### config.mk
export PLATFORM = sky130hd
export DESIGN_NAME = serial_uart
export DESIGN_NICKNAME = d
export VERILOG_FILES = /design/src/rtl/serial_uart.sv
export SDC_FILE = /design/constraint.sdc
export NUM_CORES = 1
export LEC_CHECK = 0
export ABC_AREA = 1
export ABC_CLOCK_PERIOD_IN_PS = 4000
export CORE_MARGIN = 5
export CORE_UTILIZATION = 45
export DETAILED_ROUTE_END_ITERATION = 7
export SETUP_SLACK_MARGIN = 0.15
export SLEW_MARGIN = 10
export SYNTH_ARGS = -nofsm -noshare
export SYNTH_HDL_FRONTEND = slang
export SYNTH_SLANG_ARGS = --single-unit
### constraint.sdc
create_clock -name clk -period 4 [get_ports clk]
set_input_delay 0.8 -clock clk [delete_from_list [all_inputs] [get_ports clk]]
set_output_delay 0.8 -clock clk [all_outputs]
set_load 0.05 [all_outputs]
### src/rtl/serial_uart.sv
// rtl/serial_uart.sv - byte-wide 8N1 UART with fractional baud-rate accumulators
//
// Purpose: this module sits between the host serial pins and the byte-stream
// logic that feeds the HBA bus master. It derives bit timing from a runtime
// baud rate and the compile-time clock frequency. The timing uses fractional
// accumulators, so CLKFREQ does not need to divide evenly by baud.
//
// Optional feature: define SERIAL_UART_FRAME_CHECK_EN to discard frames whose
// stop bit samples low.
//
// Ports:
//   clk      in   1  single clock, rising edge
//   resetq   in   1  asynchronous active-low reset
//   baud     in  32  bit rate in bit/s (1..921600), sampled every cycle
//   rx       in   1  serial receive line, asynchronous, idle high
//   rd       in   1  read strobe, clears valid
//   wr       in   1  write strobe, starts a frame when not busy
//   tx_data  in   8  byte to send, latched on an accepted wr
//   tx       out  1  serial transmit line, idle high
//   valid    out  1  rx_data holds an unread byte
//   busy     out  1  transmitter is sending a frame
//   rx_data  out  8  last received byte
module serial_uart #(
  parameter int CLKFREQ = 100_000_000
) (
  input  logic        clk,
  input  logic        resetq,
  input  logic [31:0] baud,
  input  logic        rx,
  input  logic        rd,
  input  logic        wr,
  input  logic [7:0]  tx_data,
  output logic        tx,
  output logic        valid,
  output logic        busy,
  output logic [7:0]  rx_data
);

  localparam logic [32:0] LP_CLK_TX = 33'(CLKFREQ);
  localparam logic [33:0] LP_CLK_RX = 34'(CLKFREQ);

  typedef enum logic [1:0] {TX_IDLE, TX_START, TX_DATA, TX_STOP} tx_state_t;
  typedef enum logic [1:0] {RX_IDLE, RX_START, RX_DATA, RX_STOP} rx_state_t;

  // ---------------- transmitter ----------------
  tx_state_t   r_tx_state;
  logic [32:0] r_tx_acc;
  logic [7:0]  r_tx_shift;
  logic [2:0]  r_tx_bit;
  logic        r_tx;
  logic        r_busy;
  logic [32:0] w_tx_sum;
  logic        w_tx_tick;
  logic        w_tx_accept;

  assign w_tx_sum    = r_tx_acc + {1'b0, baud};
  assign w_tx_tick   = (w_tx_sum >= LP_CLK_TX);
  assign w_tx_accept = wr && (r_tx_state == TX_IDLE) && (baud != 32'd0);

  always_ff @(posedge clk or negedge resetq) begin
    if (!resetq) begin
      r_tx_state <= TX_IDLE;
      r_tx_acc   <= '0;
      r_tx_shift <= '0;
      r_tx_bit   <= '0;
      r_tx       <= 1'b1;
      r_busy     <= 1'b0;
    end else begin
      // Clearing on acceptance makes the start bit a full period long.
      if (w_tx_accept)
        r_tx_acc <= '0;
      else if (w_tx_tick)
        r_tx_acc <= w_tx_sum - LP_CLK_TX;
      else
        r_tx_acc <= w_tx_sum;

      case (r_tx_state)
        TX_IDLE: begin
          if (w_tx_accept) begin
            r_tx_shift <= tx_data;
            r_tx       <= 1'b0;
            r_busy     <= 1'b1;
            r_tx_state <= TX_START;
          end
        end
        TX_START: begin
          if (w_tx_tick) begin
            r_tx       <= r_tx_shift[0];
            r_tx_shift <= {1'b0, r_tx_shift[7:1]};
            r_tx_bit   <= '0;
            r_tx_state <= TX_DATA;
          end
        end
        TX_DATA: begin
          if (w_tx_tick) begin
            if (r_tx_bit == 3'd7) begin
              r_tx       <= 1'b1;
              r_tx_state <= TX_STOP;
            end else begin
              r_tx       <= r_tx_shift[0];
              r_tx_shift <= {1'b0, r_tx_shift[7:1]};
              r_tx_bit   <= r_tx_bit + 3'd1;
            end
          end
        end
        TX_STOP: begin
          if (w_tx_tick) begin
            r_busy     <= 1'b0;
            r_tx_state <= TX_IDLE;
          end
        end
        default: r_tx_state <= TX_IDLE;
      endcase
    end
  end

  // ---------------- receiver ----------------
  rx_state_t   r_rx_state;
  logic [33:0] r_rx_acc;
  logic [3:0]  r_rx_cnt;
  logic [2:0]  r_rx_bit;
  logic [7:0]  r_rx_shift;
  logic [7:0]  r_rx_data;
  logic        r_valid;
  logic        r_rx_s1;
  logic        r_rx_s2;
  logic        r_rx_prev;
  logic [33:0] w_rx_sum;
  logic        w_rx_tick;
  logic        w_rx_fall;
  logic        w_stop_ok;
  logic        w_rx_done;

  // baud is at most 921600, so 16*baud fits in 34 bits after dropping the top bits.
  assign w_rx_sum  = r_rx_acc + {baud[29:0], 4'b0000};
  assign w_rx_tick = (w_rx_sum >= LP_CLK_RX);
  // Edge detection needs a high-to-low transition. A line held low after a bad
  // stop bit is therefore not taken as a new start until it has gone high first.
  assign w_rx_fall = r_rx_prev && !r_rx_s2;

`ifdef SERIAL_UART_FRAME_CHECK_EN
  assign w_stop_ok = r_rx_s2;
`else
  assign w_stop_ok = 1'b1;
`endif

  assign w_rx_done = (r_rx_state == RX_STOP) && w_rx_tick && (r_rx_cnt == 4'd15) && w_stop_ok;

  always_ff @(posedge clk or negedge resetq) begin
    if (!resetq) begin
      r_rx_state <= RX_IDLE;
      r_rx_acc   <= '0;
      r_rx_cnt   <= '0;
      r_rx_bit   <= '0;
      r_rx_shift <= '0;
      r_rx_data  <= '0;
      r_valid    <= 1'b0;
      r_rx_s1    <= 1'b1;
      r_rx_s2    <= 1'b1;
      r_rx_prev  <= 1'b1;
    end else begin
      r_rx_s1   <= rx;
      r_rx_s2   <= r_rx_s1;
      r_rx_prev <= r_rx_s2;

      if ((r_rx_state == RX_IDLE) && w_rx_fall)
        r_rx_acc <= '0;
      else if (w_rx_tick)
        r_rx_acc <= w_rx_sum - LP_CLK_RX;
      else
        r_rx_acc <= w_rx_sum;

      // A completing byte takes priority over a read in the same cycle.
      if (w_rx_done) begin
        r_rx_data <= r_rx_shift;
        r_valid   <= 1'b1;
      end else if (rd) begin
        r_valid   <= 1'b0;
      end

      case (r_rx_state)
        RX_IDLE: begin
          if (w_rx_fall) begin
            r_rx_cnt   <= '0;
            r_rx_state <= RX_START;
          end
        end
        RX_START: begin
          if (w_rx_tick) begin
            if (r_rx_cnt == 4'd7) begin
              // Mid start bit: a high line means it was only a glitch.
              r_rx_cnt   <= '0;
              r_rx_bit   <= '0;
              r_rx_state <= r_rx_s2 ? RX_IDLE : RX_DATA;
            end else begin
              r_rx_cnt <= r_rx_cnt + 4'd1;
            end
          end
        end
        RX_DATA: begin
          if (w_rx_tick) begin
            r_rx_cnt <= r_rx_cnt + 4'd1;
            if (r_rx_cnt == 4'd15) begin
              r_rx_shift <= {r_rx_s2, r_rx_shift[7:1]};
              r_rx_bit   <= r_rx_bit + 3'd1;
              if (r_rx_bit == 3'd7)
                r_rx_state <= RX_STOP;
            end
          end
        end
        RX_STOP: begin
          if (w_rx_tick) begin
            r_rx_cnt <= r_rx_cnt + 4'd1;
            if (r_rx_cnt == 4'd15)
              r_rx_state <= RX_IDLE;
          end
        end
        default: r_rx_state <= RX_IDLE;
      endcase
    end
  end

  assign tx      = r_tx;
  assign busy    = r_busy;
  assign valid   = r_valid;
  assign rx_data = r_rx_data;

endmodule

**Run 1: logic cells by family**

Bar = 50 microns.
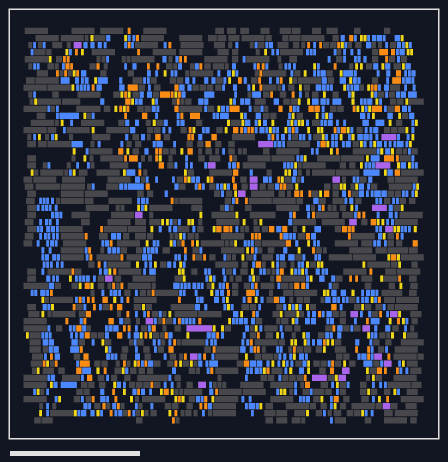
Key: NOR gates = orange [cells 265, where spread over the die]; XOR/XNOR gates = purple [cells 27]; inverters = yellow [cells 274, where spread over the die]; NAND gates = blue [cells 819, where spread over the die]
final cell count without fillers: 2483
most numerous logic cell after layout: nand2_1
Comb/total area: 50.9%

**Run 1: clock network drawn from the DEF**

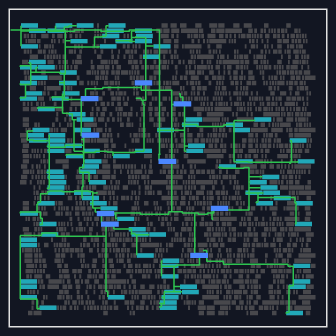
Key: clock wires = green [length 1630 microns]; flip-flops = cyan [count 107]; cells driving clock nets = blue [count 9]
There are 10 routed clock nets. Position of the flops: spread over the die.

**Run 1: drive-strength map**

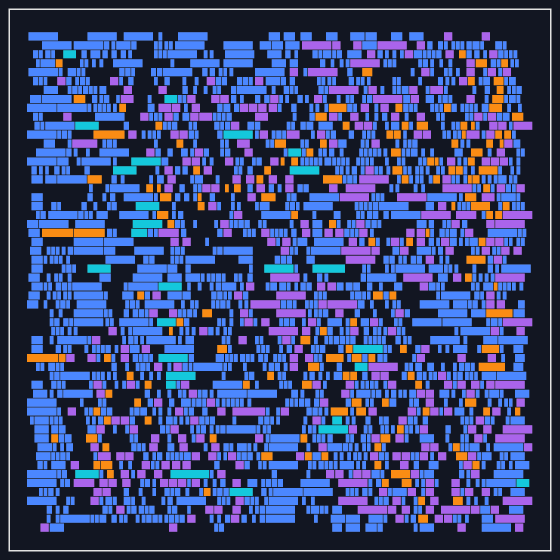
Key: drive 1 or less = blue [cells 1626, share 75%, most used nand2_1]; drive 2 = orange [cells 153, share 7.1%, most used nand2_2]; drive 3 to 4 = purple [cells 358, share 17%, most used buf_4]; drive 6 and up = cyan [cells 27, share 1.2%, most used clkbuf_16]

==> results.txt, run 1 <==
fresh numbers from the pnr run: Setup crit end kind=flip-flop, CP most frequent cell=nand2_1, Multi-input gate area=approximately 7800 sq um, number of enable flip-flop cells=0, fin crit share=roughly 93%, skew final=0.0115 ns, total wire length=39.4 mm, postcts setup bufs=1, Die Area=between 20000 and 30000 sq um, status=finished, final reports clean, final instance area=15300 sq um, sequential share of power=between 10 and 15%, grt met2 use=45.9%, final core utilization=65.1%, VDD IR max=0.000541 V, sw frac=approximately 51%, Yosys warning count=0, Critical Path AT=3.98 ns, Tightest Pin Transition=0.860 ns, Non-clock buffers=~370, metal3 WL=approximately 2.7 mm, Clk network pwr share=6.1%, Die W=164 microns, Synth async-reset ratio=100%
## Run 2: what changed since run 1
--- a/config.mk
+++ b/config.mk
@@ -5,7 +5,6 @@
 export SDC_FILE = /design/constraint.sdc
 export NUM_CORES = 1
 export LEC_CHECK = 0
-export ABC_AREA = 1
 export ABC_CLOCK_PERIOD_IN_PS = 4000
 export CORE_MARGIN = 5
 export CORE_UTILIZATION = 45
**Run 2: routing congestion**

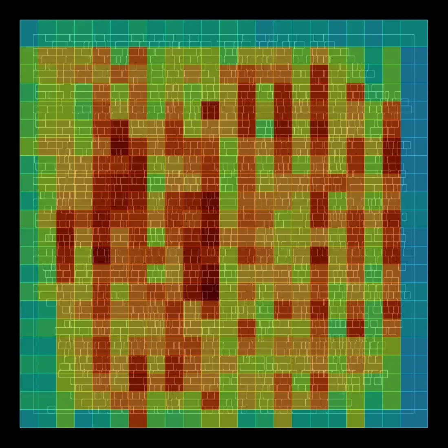
final core utilization: 75.4%
Top Usage Layer GRT: met2
GRT Util Overall: 26.8%
post-DR wirelength/cell: 19.1 microns
grt met2 use: 46.4%

==> results.txt, run 2 <==
fresh numbers from the pnr run: Setup violations, final=35, metal3 WL=1.63 mm (-39%), Worst Hold Depth=0, share of cells above drive strength 1=a little under half, Overall Power=about 16 mW, DR vias/cell=5.82, DRC violations left=0, CP most frequent cell=buf_12, Yosys warning count=0 (unchanged), total wire length=35.1 mm (-11%), clock buffer depth=2, Non-clock buffers=482 (+30%), CP cell instances=clkbuf_4 -> ha_4 -> buf_12 -> a21oi_4 -> a2111o_1 -> and3b_2 -> a211o_1 -> o221a_1 -> or3_4 -> or4_4 -> buf_12 -> buf_8 -> o211ai_1 -> xor2_1 -> nor2_1, Hold Buf Count CTS=0, HP Start=r_rx_s1, post-route setup slack=-0.131 ns, Clk network pwr share=5.8% (-0.3 points), Tightest Pin Transition=0.913 ns (+0.0538 ns), yosys xor share=5.82%, status=complete, but fails checks, vias in the first global route=roughly 11000, Setup crit end kind=flip-flop, sequential share of power=11.8% (-0.9 points), Synth async-reset ratio=100% (unchanged), combinational gates=about 940, antenna viol nets, final=0, final cell count without fillers=1841 (-26%), Int Power=9.06 mW, chip height=~160 microns, Worst path max stage delay=0.46 ns, number of enable flip-flop cells=0 (unchanged), Multi-input gate area=8230 sq um (+5.9%), Mapped Area=9470 sq um, postcts setup bufs=53 (+52), Critical Path AT=4.38 ns (+0.40 ns), Comb/total area=52.3% (+1.4 points), htree depth=3, Leading cell kind=multi-input combinational cells, most numerous logic cell after layout=buf_4, skew final=0.0146 ns (+0.00309 ns), final instance area=15800 sq um (+3.1%), VDD IR max=0.000441 V (-19%), ys flop type=dfrtp_1, Die W=155 microns (-5.7%), failing checks=setup timing, grt ovf=0, Sink Count=107, fin crit share=103% (+10 points), sw frac=44.9% (-6.2 points)
Power is estimated from default activity; no workload was simulated.
